==> config.mk <==
export PLATFORM = sky130hd
export DESIGN_NAME = pwm_demod
export DESIGN_NICKNAME = d
export VERILOG_FILES = /design/src/rtl/pwm_demod.sv
export SDC_FILE = /design/constraint.sdc
export NUM_CORES = 1
export LEC_CHECK = 0
export CAP_MARGIN = 25
export CORE_MARGIN = 4
export CORE_UTILIZATION = 35
export CTS_CLUSTER_SIZE = 28
export DETAILED_ROUTE_END_ITERATION = 8
export GPL_TIMING_DRIVEN = 0
export PLACE_DENSITY = 0.53
export SKIP_CTS_REPAIR_TIMING = 1
export SLEW_MARGIN = 20
export SYNTH_ARGS = -nofsm -noshare
export SYNTH_HDL_FRONTEND = slang
export SYNTH_SLANG_ARGS = --single-unit
==> constraint.sdc <==
create_clock -name clk -period 5.6 [get_ports clk]
set_clock_uncertainty 0.2 [all_clocks]
set_input_delay 1.12 -clock clk [delete_from_list [all_inputs] [get_ports clk]]
set_output_delay 1.12 -clock clk [all_outputs]
set_load 0.005 [all_outputs]
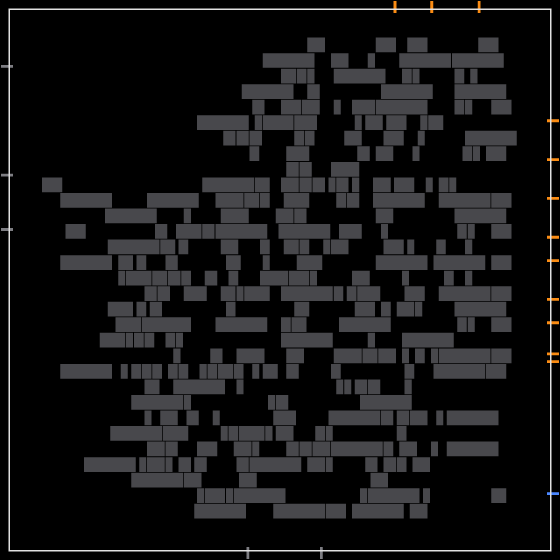
Figure 1: run 1, I/O pins on the die edge.
Pins as bars across the die edge, other pins in gray.
legend:
  blue:
    port: `rst_n`
    pins: 1
    direction: input
    edge: east
  orange:
    port: `mod_out`
    pins: 12
    direction: output
    edge: 9 east, 3 north
all pins by edge: 10 east, 3 west, 3 north, 2 south
IO Port Bufs: 17
die outline height: 94.5 um
Die Wd: 94.5 um

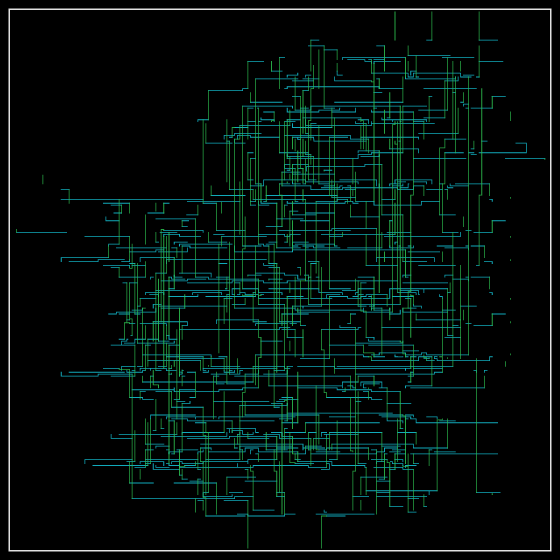
Figure 2: run 1, metal layers overlaid.
Two of the layers only.
legend:
  cyan:
    layer: met1
    wire_length: 2930 um
  green:
    layer: met2
    wire_length: 2320 um
wire per inst: 14.3 um
Post-Route WL: 5.52 mm
via count: 1969
GRT Overall Usage: 0.137

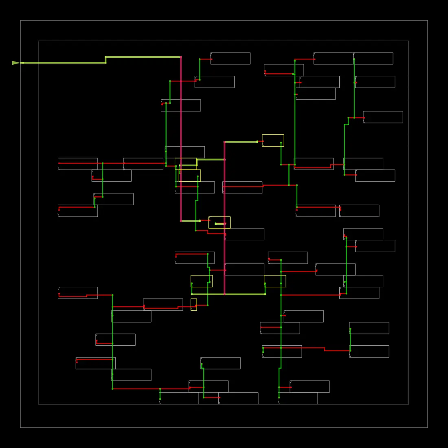
Figure 3: run 1, the clock network.
Clock Latency Late Sink: 0.30 ns
clk sinks: 49
CLK BUF: 7
flop count: 49

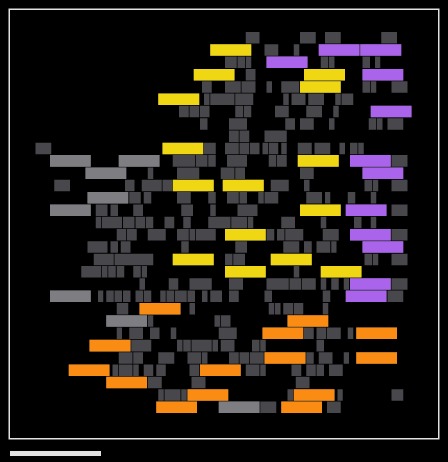
Figure 4: run 1, sequential cells colored by netlist name.
Scale bar: 20 um. Other sequential cells in the stronger gray, the rest of the logic in the fainter gray.
legend:
  purple:
    name_in_the_netlist: `mod_out`
    flops: 12
  orange:
    name_in_the_netlist: `win_cnt`
    flops: 14
  yellow:
    name_in_the_netlist: `hi_cnt`
    flops: 15
fin util: 0.413
Reg area: 0.00123 mm^2
power in sequential cells: 0.000361 W
register share of the cell area: 0.409

==> impl_metrics.toml <==
# implementation run metrics
[sta]
worst_slack_ns = 2.68
max_freq_mhz = 342
finalClockPeriodUsage = 0.522
fin_crit_ns = 2.92
setup_viol = 0
slew_violations = 0
setup_tns_ns = 0
rsz0062_at_grt = "false"

[die]
rows = 31
pin_count = 18
core_area_mm2 = 0.00725
initCoreUtil = 0.361
die_area_mm2 = 0.00893

[clock_tree]
clockRootBuffer = "clkbuf_8"
htreeDepth = 2
clk_path_buf_depth = 2
cts_buffers = 5
cts_tree = "done"

[final_layout]
num-nets-final = 300
syn_to_final_growth_pct = 14.4
fin_cells = 387
largest_register_ffs = 15
n_antenna_cell = 0
layout-drive-gt1-share = 0.122

[route]
via_per_inst = 5.09
drc_errors = 0
first_iter_violations = 96
ant_nets = 0

[worst_hold_path]
holdCritPathClass = "reg2reg"
worstHoldPathCells = 0

[grt]
grt.busiest_layer = "met1"
grt_pass1_vias = 1896
grt_use_met3 = 0.0287
use_met2 = 0.197
use_met1 = 0.206
grt_pass1_wl_mm = 9.60

[power]
powerDensity_mw_per_mm2 = 218
finalPower_w = 0.000653
peakVddDrop_v = 0.0000919
cellLeakagePower_nw = 1.33

[yosys]
ys_sh_xor = 0.0702
async_reset_ff_frac = 1.00
top_cells_by_area = "dfrtp_1, xor2_1, nand2_1"
synthTopCellsByCount = "dfrtp_1, nand2_1, nor2_1, xor2_1, nand4_1"
synth_area_leader_cell = "dfrtp_1"
yosysChipArea_mm2 = 0.00262
avgSynthCellArea_um2 = 9.92
top_cell = "dfrtp_1"
yosys.area_share.adder = 0.0382
simple_gate_share = 0.247
ys.flop_type = "dfrtp_1"
ys_top_logic_family = "simple AND/OR/NAND/NOR gates"
ys_cells = 264
synth_flop_count = 49
ys_warn_count = 0
synthDistinctLibCells = 49
syn_inst = 264

[worst_setup_path]
critPathLaunchType = "input port"
reg2reg_depth = 8
worstPathArrival_ns = 2.94
crit_fanout = 10
cp-end-kind = "flop"
r2r_setup_slack_ns = 3.16

[place]
dp_cells = 380
gp_congestion = 0.800

[outcome]
outcome = "completed"
==> run 1: power breakdown <==
part            total, W  internal [W]  switching, W
clock network   0.000213     0.0000983      0.000115
logic          0.0000795     0.0000242     0.0000553
registers       0.000361      0.000358    0.00000324
total           0.000653      0.000480      0.000173
==> run 1: area by class of cell <==
| class | count | area, um^2 |
|---|---|---|
| clock buffers | 7 | 86.3 |
| fillers | 739 | 4260 |
| repair buffers | 17 | 168 |
| flip-flops and latches | 49 | 1230 |
| plain buffers | 11 | 77.6 |
| multi-input cells | 200 | 1300 |
| well taps | 99 | 124 |
| inverters | 4 | 15.0 |
==> run 1: layout by cell type, fill, tap and decap left out, types with 8 or more instances in the layout <==
master           Yosys  routed
nor2_1              26      26
nand3_1              9       9
xor2_1              14      14
nand2_1             29      29
o21ai_1             10      10
a32o_1               8       8
dfrtp_1             49      49
ha_1                 8       8
o21ai_0              9       9
nand4_1             12      12
clkdlybuf4s50_1      0      16
==> run 1: worst max-delay path, stage by stage <==
cell and delay (ns):
clkdlybuf4s50_1 0.64, nand2_2 0.19, nor2_4 0.30, nand3_1 0.24
or2_0 0.28, a31oi_1 0.17
==> run 1: through the flow <==
| step | hold WS [ns] | area, um^2 | util |
|---|---|---|---|
| 2_1_floorplan | 0.131 | 2620 | - |
| 3_3_place_gp | 0.133 | 2910 | 0.402 |
| 3_5_place_dp | 0.136 | 2910 | 0.401 |
| 4_1_cts | 0.157 | 3000 | 0.413 |
| 5_1_grt | 0.159 | 3000 | 0.413 |
| 6_report | 0.159 | 3000 | 0.413 |
==> run 1: metal layers <==
layer	share of wire	up-vias	wire, um
li1	-	999	-
met1	0.53	928	2930
met2	0.42	36	2320
met3	0.037	6	202
met4	0.013	0	73
met5	0	-	0
Power figures rest on the tool's default switching activity, not on a simulated workload.
